**Run 1: clock routing**

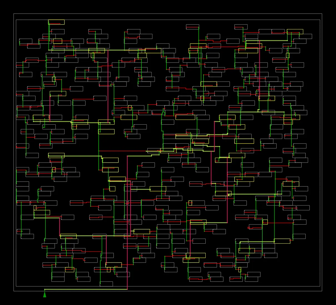
**Run 1: clock distribution**

Scale: 3 px per µm.
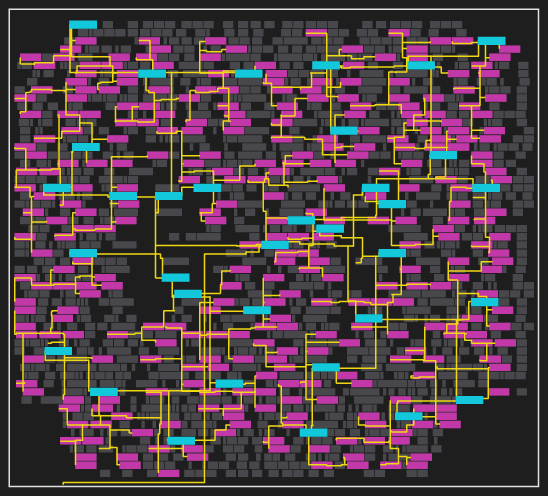
**Run 1: placement by cell class**

Scale: 2 px per µm. Fill, decap, tap and diode cells in gray.
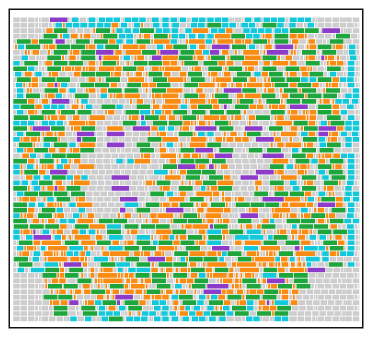
**Run 1: layout detail**

Window x 75 to 100, y 67 to 92 µm. Cells in gray, sequential cells in the stronger gray; small squares are vias.
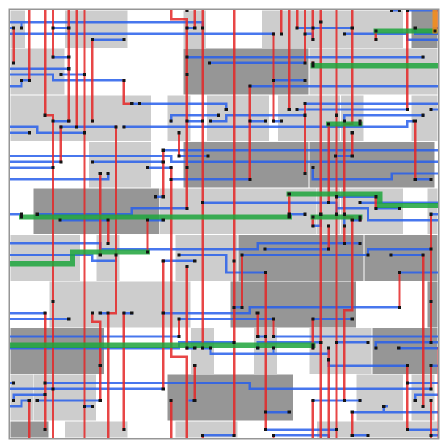
File: src/rtl/router_pkg.sv
// Shared types for the registered mesh router: port enum, config word layout.
// Latency: n/a (types only).
// Backpressure: n/a; the mesh has no flow control.
package router_pkg;

  // Port numbering is also the bit order of dest_mask and of the per-router
  // 4-lane data/enable vectors.
  typedef enum logic [1:0] {
    PORT_N = 2'd0,
    PORT_S = 2'd1,
    PORT_W = 2'd2,
    PORT_E = 2'd3
  } port_e;

  localparam int CFG_WIDTH = 6;
  localparam int NUM_PORTS = 4;

  typedef struct packed {
    port_e      src;
    logic [3:0] dest_mask;
  } cfg_t;

endpackage

File: src/rtl/router_reg.sv
// Single mesh router: one selected input fanned out to masked outputs, each output registered.
// Latency: 1 clk from enable_i/data_i to enable_o/data_o.
// Backpressure: none; every enabled word is forwarded on the next edge.
// Ports: clk, reset (sync, active-high); cfg_we/cfg_data write the shadow config,
//        cfg_commit copies shadow to active; data_i/enable_i and data_o/enable_o
//        are 4 lanes ordered N,S,W,E, lane p at [p*DATA_WIDTH +: DATA_WIDTH].
module router_reg
  import router_pkg::*;
#(
  parameter int DATA_WIDTH = 16
) (
  input  logic                            clk,
  input  logic                            reset,
  input  logic                            cfg_we,
  input  logic [CFG_WIDTH-1:0]            cfg_data,
  input  logic                            cfg_commit,
  input  logic [NUM_PORTS*DATA_WIDTH-1:0] data_i,
  input  logic [NUM_PORTS-1:0]            enable_i,
  output logic [NUM_PORTS*DATA_WIDTH-1:0] data_o,
  output logic [NUM_PORTS-1:0]            enable_o
);

  cfg_t                  shadow_cfg;
  cfg_t                  active_cfg;
  logic [1:0]            src_idx;
  logic [DATA_WIDTH-1:0] src_dat;
  logic                  src_en;
  logic [NUM_PORTS-1:0]  next_en;

  always_comb begin
    src_idx = active_cfg.src;
    src_dat = data_i[src_idx*DATA_WIDTH +: DATA_WIDTH];
    src_en  = enable_i[src_idx];
    next_en = '0;
    // A mask bit pointing back at the source port (U-turn) is ignored.
    for (int p = 0; p < NUM_PORTS; p++) begin
      next_en[p] = src_en & active_cfg.dest_mask[p] & (src_idx != 2'(p));
    end
  end

  always_ff @(posedge clk) begin
    if (reset) begin
      shadow_cfg <= '0;
      active_cfg <= '0;
      enable_o   <= '0;
      data_o     <= '0;
    end else begin
      // Commit reads the pre-write shadow, so a same-cycle write only lands in shadow.
      if (cfg_commit) active_cfg <= shadow_cfg;
      if (cfg_we)     shadow_cfg <= cfg_t'(cfg_data);
      enable_o <= next_en;
      // Data registers hold their last word while their output is idle.
      for (int p = 0; p < NUM_PORTS; p++) begin
        if (next_en[p]) data_o[p*DATA_WIDTH +: DATA_WIDTH] <= src_dat;
      end
    end
  end

endmodule

File: src/rtl/router_mesh_n.sv
// ROWS x COLS mesh of registered routers; row 0 north, column 0 west.
// Latency: 1 clk per router traversed (H hops -> H cycles), one word/cycle/link.
// Backpressure: none; sinks must accept every enabled word.
// Ports: clk, reset (sync, active-high); cfg_we/cfg_addr/cfg_data write one router's
//        shadow config (index r*COLS+c, out-of-range ignored); cfg_commit activates all;
//        <edge>_data_i/_enable_i and <edge>_data_o/_enable_o per mesh edge, lane k at
//        [k*DATA_WIDTH +: DATA_WIDTH] (north/south: COLS lanes, west/east: ROWS lanes).
module router_mesh_n
  import router_pkg::*;
#(
  parameter int DATA_WIDTH = 16,
  parameter int ROWS       = 2,
  parameter int COLS       = 2,
  localparam int NR        = ROWS * COLS,
  localparam int AW        = (NR > 1) ? $clog2(NR) : 1
) (
  input  logic                       clk,
  input  logic                       reset,
  input  logic                       cfg_we,
  input  logic [AW-1:0]              cfg_addr,
  input  logic [CFG_WIDTH-1:0]       cfg_data,
  input  logic                       cfg_commit,
  input  logic [COLS*DATA_WIDTH-1:0] north_data_i,
  input  logic [COLS-1:0]            north_enable_i,
  output logic [COLS*DATA_WIDTH-1:0] north_data_o,
  output logic [COLS-1:0]            north_enable_o,
  input  logic [COLS*DATA_WIDTH-1:0] south_data_i,
  input  logic [COLS-1:0]            south_enable_i,
  output logic [COLS*DATA_WIDTH-1:0] south_data_o,
  output logic [COLS-1:0]            south_enable_o,
  input  logic [ROWS*DATA_WIDTH-1:0] west_data_i,
  input  logic [ROWS-1:0]            west_enable_i,
  output logic [ROWS*DATA_WIDTH-1:0] west_data_o,
  output logic [ROWS-1:0]            west_enable_o,
  input  logic [ROWS*DATA_WIDTH-1:0] east_data_i,
  input  logic [ROWS-1:0]            east_enable_i,
  output logic [ROWS*DATA_WIDTH-1:0] east_data_o,
  output logic [ROWS-1:0]            east_enable_o
);

  localparam int DW = DATA_WIDTH;
  localparam int PN = int'(PORT_N);
  localparam int PS = int'(PORT_S);
  localparam int PW = int'(PORT_W);
  localparam int PE = int'(PORT_E);

  logic [NUM_PORTS*DW-1:0] r_din  [NR];
  logic [NUM_PORTS-1:0]    r_ein  [NR];
  logic [NUM_PORTS*DW-1:0] r_dout [NR];
  logic [NUM_PORTS-1:0]    r_eout [NR];

  for (genvar r = 0; r < ROWS; r++) begin : g_row
    for (genvar c = 0; c < COLS; c++) begin : g_col
      localparam int I = r * COLS + c;

      // North side: mesh edge on row 0, otherwise the south output of the router above.
      if (r == 0) begin : g_n_edge
        assign r_din[I][PN*DW +: DW]     = north_data_i[c*DW +: DW];
        assign r_ein[I][PN]              = north_enable_i[c];
        assign north_data_o[c*DW +: DW]  = r_dout[I][PN*DW +: DW];
        assign north_enable_o[c]         = r_eout[I][PN];
      end else begin : g_n_link
        assign r_din[I][PN*DW +: DW]     = r_dout[I-COLS][PS*DW +: DW];
        assign r_ein[I][PN]              = r_eout[I-COLS][PS];
      end

      if (r == ROWS - 1) begin : g_s_edge
        assign r_din[I][PS*DW +: DW]     = south_data_i[c*DW +: DW];
        assign r_ein[I][PS]              = south_enable_i[c];
        assign south_data_o[c*DW +: DW]  = r_dout[I][PS*DW +: DW];
        assign south_enable_o[c]         = r_eout[I][PS];
      end else begin : g_s_link
        assign r_din[I][PS*DW +: DW]     = r_dout[I+COLS][PN*DW +: DW];
        assign r_ein[I][PS]              = r_eout[I+COLS][PN];
      end

      if (c == 0) begin : g_w_edge
        assign r_din[I][PW*DW +: DW]     = west_data_i[r*DW +: DW];
        assign r_ein[I][PW]              = west_enable_i[r];
        assign west_data_o[r*DW +: DW]   = r_dout[I][PW*DW +: DW];
        assign west_enable_o[r]          = r_eout[I][PW];
      end else begin : g_w_link
        assign r_din[I][PW*DW +: DW]     = r_dout[I-1][PE*DW +: DW];
        assign r_ein[I][PW]              = r_eout[I-1][PE];
      end

      if (c == COLS - 1) begin : g_e_edge
        assign r_din[I][PE*DW +: DW]     = east_data_i[r*DW +: DW];
        assign r_ein[I][PE]              = east_enable_i[r];
        assign east_data_o[r*DW +: DW]   = r_dout[I][PE*DW +: DW];
        assign east_enable_o[r]          = r_eout[I][PE];
      end else begin : g_e_link
        assign r_din[I][PE*DW +: DW]     = r_dout[I+1][PW*DW +: DW];
        assign r_ein[I][PE]              = r_eout[I+1][PW];
      end

      // Widened compare so addresses past the last router never match.
      router_reg #(
        .DATA_WIDTH(DW)
      ) u_router (
        .clk        (clk),
        .reset      (reset),
        .cfg_we     (cfg_we && (32'(cfg_addr) == I)),
        .cfg_data   (cfg_data),
        .cfg_commit (cfg_commit),
        .data_i     (r_din[I]),
        .enable_i   (r_ein[I]),
        .data_o     (r_dout[I]),
        .enable_o   (r_eout[I])
      );
    end
  end

endmodule

File: config.mk
export PLATFORM = sky130hd
export DESIGN_NAME = router_mesh_n
export DESIGN_NICKNAME = d
export VERILOG_FILES = /design/src/rtl/router_pkg.sv /design/src/rtl/router_reg.sv /design/src/rtl/router_mesh_n.sv
export SDC_FILE = /design/constraint.sdc
export NUM_CORES = 1
export LEC_CHECK = 0
export CORE_ASPECT_RATIO = 0.9
export CORE_UTILIZATION = 52
export DETAILED_ROUTE_END_ITERATION = 6
export GPL_TIMING_DRIVEN = 1
export PLACE_DENSITY = 0.81
export SETUP_SLACK_MARGIN = 0.1
export SYNTH_ARGS = -nofsm -noshare
export SYNTH_HDL_FRONTEND = slang
export SYNTH_SLANG_ARGS = --single-unit
File: constraint.sdc
create_clock -name clk -period 2.25 [get_ports clk]
set_clock_uncertainty 0.2 [all_clocks]
set_input_delay 0.45 -clock clk [delete_from_list [all_inputs] [get_ports clk]]
set_output_delay 0.45 -clock clk [all_outputs]
set_load 0.01 [all_outputs]
==> summary.txt, run 1 <==
Entry: Yosys synthesis followed by OpenROAD place and route.

Critical path:
- The run gives the total buffers and inverters traversed by the critical path as 1.
- The run gives the classification of the worst setup path as reg2out.
- STA classifies the critical path startpoint as a flip-flop.
- Per STA, the worst path accumulates the most delay in the family buffers and inverters.
- The worst register-to-register path has a depth of 4.
- For this design, the slowest cell found on the critical path is sky130_fd_sc_hd__clkdlybuf4s50_1.
- STA lists the startpoint of the worst register-to-register path as g_row[0].g_col[1].u_router.src_idx[0].

Synth:
- The run gives the most repeated cell in the gate-level netlist after synthesis as sky130_fd_sc_hd__dfxtp_1.
- The run puts the count of distinct cell types in the synthesized netlist at 22.
- After synthesis, the largest family of logic cells by area is multiplexers.
- The synthesized design contains 320 register bits.
- The run gives the fraction of the mapped netlist area in adder cells as 0%.
- The run puts the sequential share of the synthesized area at between 40% and 50%.
- The synthesized netlist devotes 0% of its cell area to XOR and XNOR gates.
- Of all cell types, the one taking the most synthesized area is sky130_fd_sc_hd__dfxtp_1.

Final layout:
- The run puts the clock buffer and inverter area fraction after layout at between 6 and 7%.
- The run gives the filler cell count in the final layout as about 1900.
- The run gives the number of multi-input logic gates as 760.
- The run gives the layout buffer count excluding clock buffers as 324.
- The run puts the share of cells above drive strength 1 at 13.0%.

Global route:
- Global route summary, busiest routing layer listed as met2.
- The run gives the met3 demand-to-capacity share in global routing as 6.54%.

Floorplanning:
- The run puts the initial core utilization at between 50% and 60%.
- The run puts the row count at ~56.
- The run puts the chip area at approximately 28000 µm².
- The run gives the number of well taps as 348.
- The run puts the width of the die at roughly 180 µm.

Outcome:
- The flow ran to the end, and the final reports show no timing, DRC or antenna violations.

Min path:
- In the hold report, the worst path ends at g_row[0].g_col[0].u_router.data_o[20].

Clock tree:
- The run gives the clock tree from TritonCTS as built.
- The run gives the clock buffer count from CTS as 34.
- The run puts the number of gates given a new drive strength after cts at 0.
- The run puts the buffer levels on the longest clock path at 3.
- The run puts the clock transition at the registers of the reported paths at 0.06 ns.
- The run gives the clock root buffer as sky130_fd_sc_hd__clkbuf_16.

Placed design:
- The run puts the routability congestion estimate from global placement at 0.920.
- The HPWL after detailed placement is ~28 mm.
- The run puts the total placed instance area at about 17000 µm².
- The run gives the minimum setup slack after placement as -0.106 ns.

Final timing:
- The slew check shows that the tightest pin keeps a relative margin of between 60 and 70%.
- In the final report, the number of hold violations comes to 0.

Drt:
- The run puts the number of vias per cell after detailed routing at 5.47.
- The run puts the final antenna-violating net count at 0.
- The run puts the total length of routed met3 wires at around 2.8 mm.
## Picture notes: 'clock routing'
latest clock arrival within the worst-skew pair: 0.50 ns
sequential cells: 320

## Picture notes: 'clock distribution'
Key: yellow = clock wires [length 3700 µm]; magenta = flip-flops [count 320]; cyan = clock drivers [count 34]
There are 35 routed clock nets.
clock power share: 48.2%
Clock Power: 6.02 mW

## Picture notes: 'placement by cell class'
Key: orange = combinational and other logic [cells 768]; green = sequential cells [cells 320]; cyan = remaining buffers and delay cells [cells 324]; purple = clock drivers and dummy loads [cells 61]

## Picture notes: 'layout detail'
Key: green = metal 3; orange = metal 4; blue = metal 1; red = metal 2
36 logic cells have their middle in the window. Most frequent: nor2_1 (10), dfxtp_1 (10), mux2i_1 (8). Netlist names of flops here include g_row.g_col.u_router.data_o (10). Sequential cells in the window: 10.

==> run 1: layout by cell type, fill, tap and decap left out, types with 2 or more instances in the layout <==
master	n
sky130_fd_sc_hd__diode_2	6
sky130_fd_sc_hd__o32ai_4	12
sky130_fd_sc_hd__clkinv_2	8
sky130_fd_sc_hd__nand2b_1	8
sky130_fd_sc_hd__mux2i_2	8
sky130_fd_sc_hd__clkbuf_8	5
sky130_fd_sc_hd__o211a_1	4
sky130_fd_sc_hd__nand3b_1	2
sky130_fd_sc_hd__clkbuf_1	2
sky130_fd_sc_hd__clkinvlp_4	3
sky130_fd_sc_hd__nand2_1	28
sky130_fd_sc_hd__clkbuf_16	37
sky130_fd_sc_hd__buf_4	18
sky130_fd_sc_hd__mux4_2	64
sky130_fd_sc_hd__clkdlybuf4s50_1	282
sky130_fd_sc_hd__a211oi_1	4
sky130_fd_sc_hd__dfxtp_1	318
sky130_fd_sc_hd__and3_1	12
sky130_fd_sc_hd__nor2b_1	4
sky130_fd_sc_hd__bufinv_16	5
sky130_fd_sc_hd__buf_12	22
sky130_fd_sc_hd__nor2_1	304
sky130_fd_sc_hd__dfxtp_2	2
sky130_fd_sc_hd__o22ai_4	4
sky130_fd_sc_hd__inv_1	8
sky130_fd_sc_hd__mux2i_1	304
==> run 1: registers in the layout, summed over array words and instances, names as in the netlist <==
signal,count
g_row.g_col.u_router.enable_o,16
g_row.g_col.u_router.src_idx,8
g_row.g_col.u_router.data_o,256
g_row.g_col.u_router.active_cfg,16
g_row.g_col.u_router.shadow_cfg,24
==> run 1: power breakdown <==
| part | internal (mW) | switching [mW] | total, mW | leakage [nW] |
|---|---|---|---|---|
| Clock | 3.73 | 2.29 | 6.02 | 0.601 |
| Sequential | 5.70 | 0.0261 | 5.72 | 2.58 |
| Combinational | 0.394 | 0.358 | 0.751 | 3.02 |
## Run 2: what changed since run 1
--- a/config.mk
+++ b/config.mk
@@ -7,6 +7,7 @@
 export LEC_CHECK = 0
 export CORE_ASPECT_RATIO = 0.9
 export CORE_UTILIZATION = 52
+export CTS_CLUSTER_DIAMETER = 40
 export DETAILED_ROUTE_END_ITERATION = 6
 export GPL_TIMING_DRIVEN = 1
 export PLACE_DENSITY = 0.81
==> run 2 against run 1 <==
- power grew 5.4%
- non-clock buffer count is the same
- clock power grew 11%
- largest power group unchanged
- cell count grew 0.88%
- design area grew 1.1%
- die area is the same
- sequential share of layout area shrank 0.39 points
==> summary.txt, run 2 <==
Entry: Yosys synthesis followed by OpenROAD place and route.

Outcome:
- The flow ran to the end, and the final reports show no timing, DRC or antenna violations.

Power and ir drop:
- The run gives the net switching power as 2.97 mW.
- In this run, the combinational gates consume 5.7% of the power.
- The flow reports power dissipated in sequential cells as 5.73 mW.
- The flow reports that sequential cells draw 43.5% of the design power.
- The run gives the power attributed to combinational cells as around 750 µW.
- The internal power of the cells totals between 10 and 15 mW.
- Overall power consumption after layout is estimated at roughly 13 mW.
- The run gives the switching share of total power as 22.6%.
- The group that draws the most power in this run is the clock network.

Clock tree:
- The skew report gives the latency at the later pin of the worst-skew pair as around 0.52 ns.
- The cell sitting at the root of the clock tree is a sky130_fd_sc_hd__clkbuf_16.
- The timing report gives the clock slew at the launch and capture registers of the worst setup and hold paths as 0.06 ns.
- TritonCTS built the clock tree.
- The run puts the clock buffer count from CTS at 42.
- The run gives the buffer levels on the longest clock path as 3.

Placed design:
- OpenSTA, run right after detailed placement, puts the worst setup slack at -0.106 ns.
- The run puts the routability congestion estimate from global placement at approximately 0.92.
- The placement stage leaves a total instance area of between 15000 and 20000 µm².
- The run gives the placed wire-length estimate as approximately 28 mm.

Final layout:
- By instance count after routing, the leading logic cell types are sky130_fd_sc_hd__dfxtp_1 (318), sky130_fd_sc_hd__mux2i_1 (304), sky130_fd_sc_hd__nor2_1 (304).
- The largest registers in the layout are g_row.g_col.u_router.data_o (256), g_row.g_col.u_router.shadow_cfg (24).
- The largest register by flop count is g_row.g_col.u_router.data_o.
- The run gives the share of cells above drive strength 1 as 13.8%.
- The run gives the number of flip-flops under the largest register name as around 260.
- Counting only logic cells after layout, the most numerous master is sky130_fd_sc_hd__dfxtp_1.

Synth:
- Of all cell types, the one taking the most synthesized area is sky130_fd_sc_hd__dfxtp_1.
- After synthesis, flip-flops and latches occupy between 40% and 50% of the total area.
- The run gives the count of distinct cell types in the synthesized netlist as 22.
- The run gives the post-synthesis register bit count as roughly 320.

Floorplanning:
- The run gives the chip area as between 20000 and 30000 µm².
- The run puts the width of the die at 176 µm.

Critical path:
- The run gives the critical path's top delay family as buffers and inverters.
- Among all stages on the critical path, the largest delay is contributed by sky130_fd_sc_hd__clkdlybuf4s50_1.
- The run gives the type of origin of the critical path as a flip-flop.
- The run gives the critical-path maximum fanout as 2.
- The run gives the classification of the worst setup path as reg2out.

Drt:
- The run puts the final antenna-violating net count at 0.
- Per the detail_route report, vias per standard cell equal 5.42.
- The run gives the sum of routed wire length over all layers as 37.9 mm.

Global route:
- The run gives the layer with the highest usage as met2.

Final timing:
- The run puts the count of endpoints failing hold in the final timing report at 0.
- The worst pin sits at a relative slew slack of 61.6%.
==> run 2: cell types whose count changed in the layout (fill, tap and decap cells not counted), moves of 2 or more <==
cell / change
sky130_fd_sc_hd__clkinv_4: +5
sky130_fd_sc_hd__clkbuf_8: -2
sky130_fd_sc_hd__clkbuf_16: +6
sky130_fd_sc_hd__inv_8: +3
sky130_fd_sc_hd__inv_6: +2
==> run 2: final cells by class <==
type                       count  area (µm²)
fill                        1903        8170
multi-input combinational    760        6500
sequential                   320        6410
timing repair buffer         324        3420
clock buffer                  49        1130
tap                          348         435
clock inverter                27         294
inverter                       8        30.0
antenna                        7        17.5
==> run 2: metal layers <==
metal / wire, µm / up-vias / share of wire (%)
li1: - / 4664 / -
met1: 18200 / 4897 / 48
met2: 16100 / 362 / 42
met3: 2540 / 66 / 6.7
met4: 1100 / 0 / 2.9
met5: 0 / - / 0
==> run 2: path summary, 6_finish.rpt <==
kind                            slack, ns  depth (start not counted)                                     end                                startpoint
worst max-delay path                 0.14                          1                         west_data_o[25]     g_row[1].g_col[0].u_router.data_o[41]
worst min-delay path                  0.1                          2   g_row[1].g_col[1].u_router.data_o[36]                                     reset
worst max register to register       0.18                          4   g_row[0].g_col[1].u_router.data_o[45]     g_row[0].g_col[1].u_router.src_idx[0]
worst min register to register       0.29                          1  g_row[1].g_col[1].u_router.enable_o[0]  g_row[1].g_col[1].u_router.active_cfg[0]
==> run 2: cell families (layout without fill, tap and decap cells) <==
group	after synthesis	in the layout	share of synthesized area [%]
simple gates	360	360	10.1
mux	376	376	32.4
buf+inv	187	408	8.83
other cells	0	7	0
flops	320	320	45.2
compound gates	24	24	3.39
==> run 2: what timing repair did <==
action                                  in CTS  in global routing
gates resized                                0                  3
endpoints found under the hold margin        0                  0
endpoints found under the setup margin       0                 43
setup buffers                                0                  2
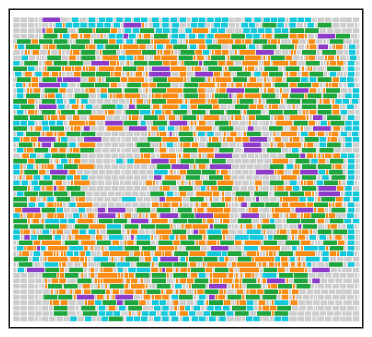
**Above:** run 2 (placement by cell class).
Scale: 2 px per µm. Fill, decap, tap and diode cells in gray.
Key: green = sequential cells [cells 320]; purple = clock drivers and dummy loads [cells 76]; orange = combinational and other logic [cells 768]; cyan = remaining buffers and delay cells [cells 324]
site row count: 56
post-route standard cell area excluding fillers: 18200 µm²
sequential portion of the cell area: 35.1%
share of the core filled with cells: 69.1%
placeable core area: 26400 µm²

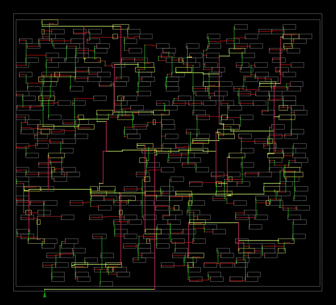
**Above:** run 2 (clock routing).
clkbuf count: 49
Clock Power: 6.70 mW

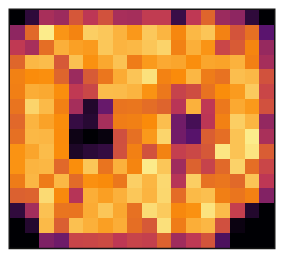
**Above:** run 2 (cell density map).
Scale: 1.5 px per µm. 18 x 16 tiles, from black (low) to pale yellow (high), 0 to 100% covered.
The mean over all tiles is 64%. 4.2% of the tiles are nearly empty. The emptiest ninth of the die: bottom right. The fullest tile reaches 96%. 41% of the tiles are over 75% full.

## Run 3: what changed since run 2
--- a/config.mk
+++ b/config.mk
@@ -15,3 +15,4 @@
 export SYNTH_ARGS = -nofsm -noshare
 export SYNTH_HDL_FRONTEND = slang
 export SYNTH_SLANG_ARGS = --single-unit
+export TNS_END_PERCENT = 100
==> run 3 against run 2 <==
- register-to-register slack about the same
- global-route usage unchanged
- worst setup slack is the same
- critical path depth stayed put
- routed wire length is the same
- sequential power about the same
- fmax is the same
- clock-buffer cell count is the same
- hold slack unchanged
- sequential share of layout area stayed put
- critical endpoint unchanged
- largest power group unchanged
==> summary.txt, run 3 <==
Entry: Yosys synthesis followed by OpenROAD place and route.

Final layout:
- The run puts the filler cell count in the final layout at between 1500 and 2000.
- The run puts the share of cells above drive strength 1 at between 10% and 20%.
- The run gives the utilization of the core after routing as roughly 69%.
- The register with the most flip-flops in the layout has between 200 and 300 of them.
- The run gives the most frequent standard cell in the layout excluding fill and tap cells as sky130_fd_sc_hd__dfxtp_1.
- The run gives the register name with the most flops as g_row.g_col.u_router.data_o.
- The registers reported with the highest flop counts are g_row.g_col.u_router.data_o (256), g_row.g_col.u_router.shadow_cfg (24).
- In the layout the commonest cells are sky130_fd_sc_hd__dfxtp_1 (318), sky130_fd_sc_hd__mux2i_1 (304), sky130_fd_sc_hd__nor2_1 (304).

Power and ir drop:
- Internal power comes to between 10 and 15 mW.
- The flow reports that sequential cells draw between 40 and 50% of the design power.
- The share of total power dissipated in the clock network is between 50 and 60%.
- The run gives the net switching power as 2.97 mW.
- The run puts the portion of total power attributed to combinational logic at under 10%.
- Per the breakdown, switching nets consume 22.6% of all power.

Min path:
- The run puts the worst hold path depth at 2.
- The run gives the beginning of the worst hold path as reset.
- The run gives the end point of the worst hold path as g_row[1].g_col[1].u_router.data_o[36].

Synth:
- For reference, XOR and XNOR gates occupy 0% of the area reported after synthesis.
- Among all cell types in the netlist, the one instantiated most often is sky130_fd_sc_hd__dfxtp_1.
- The cell area that synthesis handed to floorplanning was between 10000 and 15000 µm².
- Sorting the synthesized cells by area gives the leading types as sky130_fd_sc_hd__dfxtp_1 (45%), sky130_fd_sc_hd__mux2i_1 (21%), sky130_fd_sc_hd__mux4_2 (10%), sky130_fd_sc_hd__nor2_1 (8.1%), sky130_fd_sc_hd__buf_4 (5.9%).
- The run gives the biggest area consumer among synthesized cells as sky130_fd_sc_hd__dfxtp_1.
- The run puts the post-synthesis async set-or-reset flop share at 0%.
- The run gives the count of distinct cell types in the synthesized netlist as 22.
- The run puts the post-synthesis register bit count at around 320.
- The run puts the area fraction in mux cells at 32.4%.
- The run gives the net count after synthesis as approximately 1400.
- The run gives the fraction of the mapped netlist area in adder cells as 0%.
- Among the non-sequential cells, multiplexers take the most area.
- Per the synth stats, the flop cell with the highest instance count is sky130_fd_sc_hd__dfxtp_1.
- The run puts the synthesized-area fraction occupied by and/or/nand/nor cells at 10.1%.
- For reference, compound AND-OR and OR-AND cells occupy under 10% of the area reported after synthesis.
- Per Yosys stat, the portion of area used by sequential elements is 45.2%.

Critical path:
- The endpoint identified for the worst register-to-register timing path is g_row[0].g_col[1].u_router.data_o[45].
- Looking at the reg2reg group, the worst path starts from g_row[0].g_col[1].u_router.src_idx[0].
- STA lists the maximum fanout along the critical path as 2.
- Per STA, the worst path accumulates the most delay in the family buffers and inverters.
- Per STA, the worst path is made up of clkdlybuf4s50_1.
- The run gives the cell type of the slowest stage on the worst timing path as sky130_fd_sc_hd__clkdlybuf4s50_1.
- All stages included, the depth of the critical timing path comes to 1.
- The run puts the total buffers and inverters traversed by the critical path at 1.
- For reference, the most critical setup path is categorized as reg2out.
- The run puts the cell count of the worst reg-to-reg path at 4.
- The run gives the setup slack on the worst flop-to-flop path as about 0.18 ns.
- The run gives the type of origin of the critical path as a flip-flop.
- OpenSTA lists the critical path endpoint as west_data_o[25].
- The launch point of the critical path was reported as g_row[1].g_col[0].u_router.data_o[41].

Outcome:
- The flow ran to the end, and the final reports show no timing, DRC or antenna violations.

Clock tree:
- The timing report gives the clock slew at the launch and capture registers of the worst setup and hold paths as 0.06 ns.
- The run puts the buffer levels on the longest clock path at 3.
- In this run the clock root is driven by a sky130_fd_sc_hd__clkbuf_16.
- TritonCTS built the clock tree.

Floorplanning:
- The run puts the row count at about 56.
- Before placement the cells fill a little over half of the core.
- The run gives the chip area as approximately 28000 µm².
- The run puts the total core area at between 20000 and 30000 µm².
- The run puts the width of the die at about 180 µm.
- The run puts the height of the die at 159 µm.

Global route:
- The run gives the wire length of the first global-routing pass as 56.6 mm.

Placed design:
- The run gives the placed wire-length estimate as 28.3 mm.
- The run gives the routability congestion estimate from global placement as slightly above 0.9.

Drt:
- The run gives the number of vias per cell after detailed routing as 5.42.
- The run puts the violation count after the first detailed-route iteration at 556.
- The run gives the sum of routed wire length over all layers as around 38 mm.
- The run puts the final antenna-violating net count at 0.
- The run gives the number of optimization iterations in the first detailed-route pass as 7.

Final timing:
- The run gives the count of endpoints failing hold in the final timing report as 0.
- Checking max transition, the worst relative margin is 61.6%.
-- run 3: cell counts after synthesis --
No cell type changed its count.
-- run 3: routing by layer --
layer / vias to the layer above / wire (µm) / GRT usage [%]
met4: 0 / 1100 / 10.1
met1: 4897 / 18200 / 38.9
met3: 66 / 2540 / 5.23
met2: 362 / 16100 / 39.3
li1: 4664 / - / -
met5: - / 0 / 0
-- run 3: stage by stage --
| step | hold WS (ns) | cell area, µm² | setup WS [ns] | power, mW | instances |
|---|---|---|---|---|---|
| after floorplan | 0.255 | 14200 | 0.408 | 6.16 | 1267 |
| after global placement | 0.267 | 16800 | -0.0570 | 6.58 | 1758 |
| after detailed placement | 0.280 | 16800 | -0.106 | 6.59 | 1758 |
| after CTS | 0.0846 | 18200 | 0.120 | 13.3 | 1834 |
| after global routing | 0.0928 | 18200 | 0.110 | 13.6 | 1839 |
| final | 0.0952 | 18200 | 0.145 | 13.2 | 1843 |
-- run 3: cells by family (layout without fill, tap and decap cells) --
group           count (synthesis)  in the layout
other cells                     0              7
flops                         320            320
simple gates                  360            360
compound gates                 24             24
buf+inv                       187            408
mux                           376            376
-- run 3: what timing repair did --
item	4_1_cts	5_1_grt
gates resized	0	3
setup buffers	0	2
endpoints found under the setup margin	0	43
-- run 3: cell type report --
class,instances,area [µm²],area share [%]
multi-input cells,760,6500,35.7
flip-flops and latches,320,6410,35.1
repair buffers,324,3420,18.8
clock buffers,49,1130,6.19
well taps,348,435,2.39
clock inverters,27,294,1.61
inverters,8,30.0,0.165
diodes,7,17.5,0.0960
-- run 3: power by group through the flow --
stage	registers [mW]	clock network, mW	logic, mW
finish	5.73	6.70	0.749
CTS	5.73	6.79	0.745
detailed placement	5.85	0	0.742
global route	5.73	7.06	0.784
global placement	5.85	0	0.731
floorplan	5.84	0	0.327
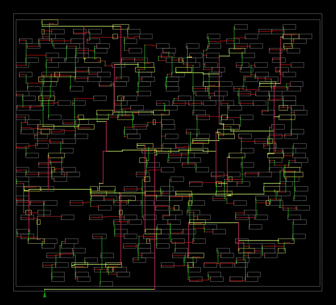
**Above:** run 3 (clock routing).
clock buffers created by TritonCTS: 42
total number of clock tree sinks: 320
latest clock arrival within the worst-skew pair: 0.52 ns

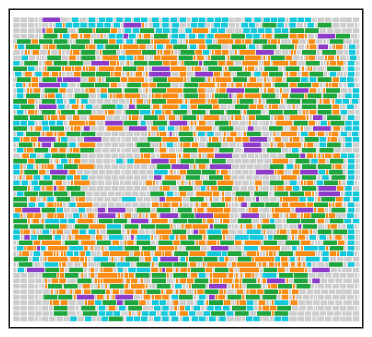
**Above:** run 3 (placement by cell class).
Scale: 2 px per µm. Fill, decap, tap and diode cells in gray.
Key: cyan = remaining buffers and delay cells [cells 324]; orange = combinational and other logic [cells 768]; green = sequential cells [cells 320]; purple = clock drivers and dummy loads [cells 76]

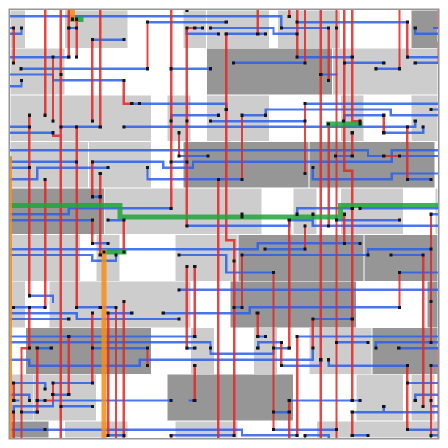
**Above:** run 3 (layout detail).
Window x 75 to 100, y 67 to 92 µm. Cells in gray, sequential cells in the stronger gray; small squares are vias.
Key: orange = metal 4; red = metal 2; blue = metal 1; green = metal 3
Most frequent: nor2_1 (10), dfxtp_1 (10), mux2i_1 (9). Sequential cells in the window: 10. 36 logic cells have their middle in the window. Netlist names of flops here include g_row.g_col.u_router.data_o (10).

Power is estimated from default activity; no workload was simulated.
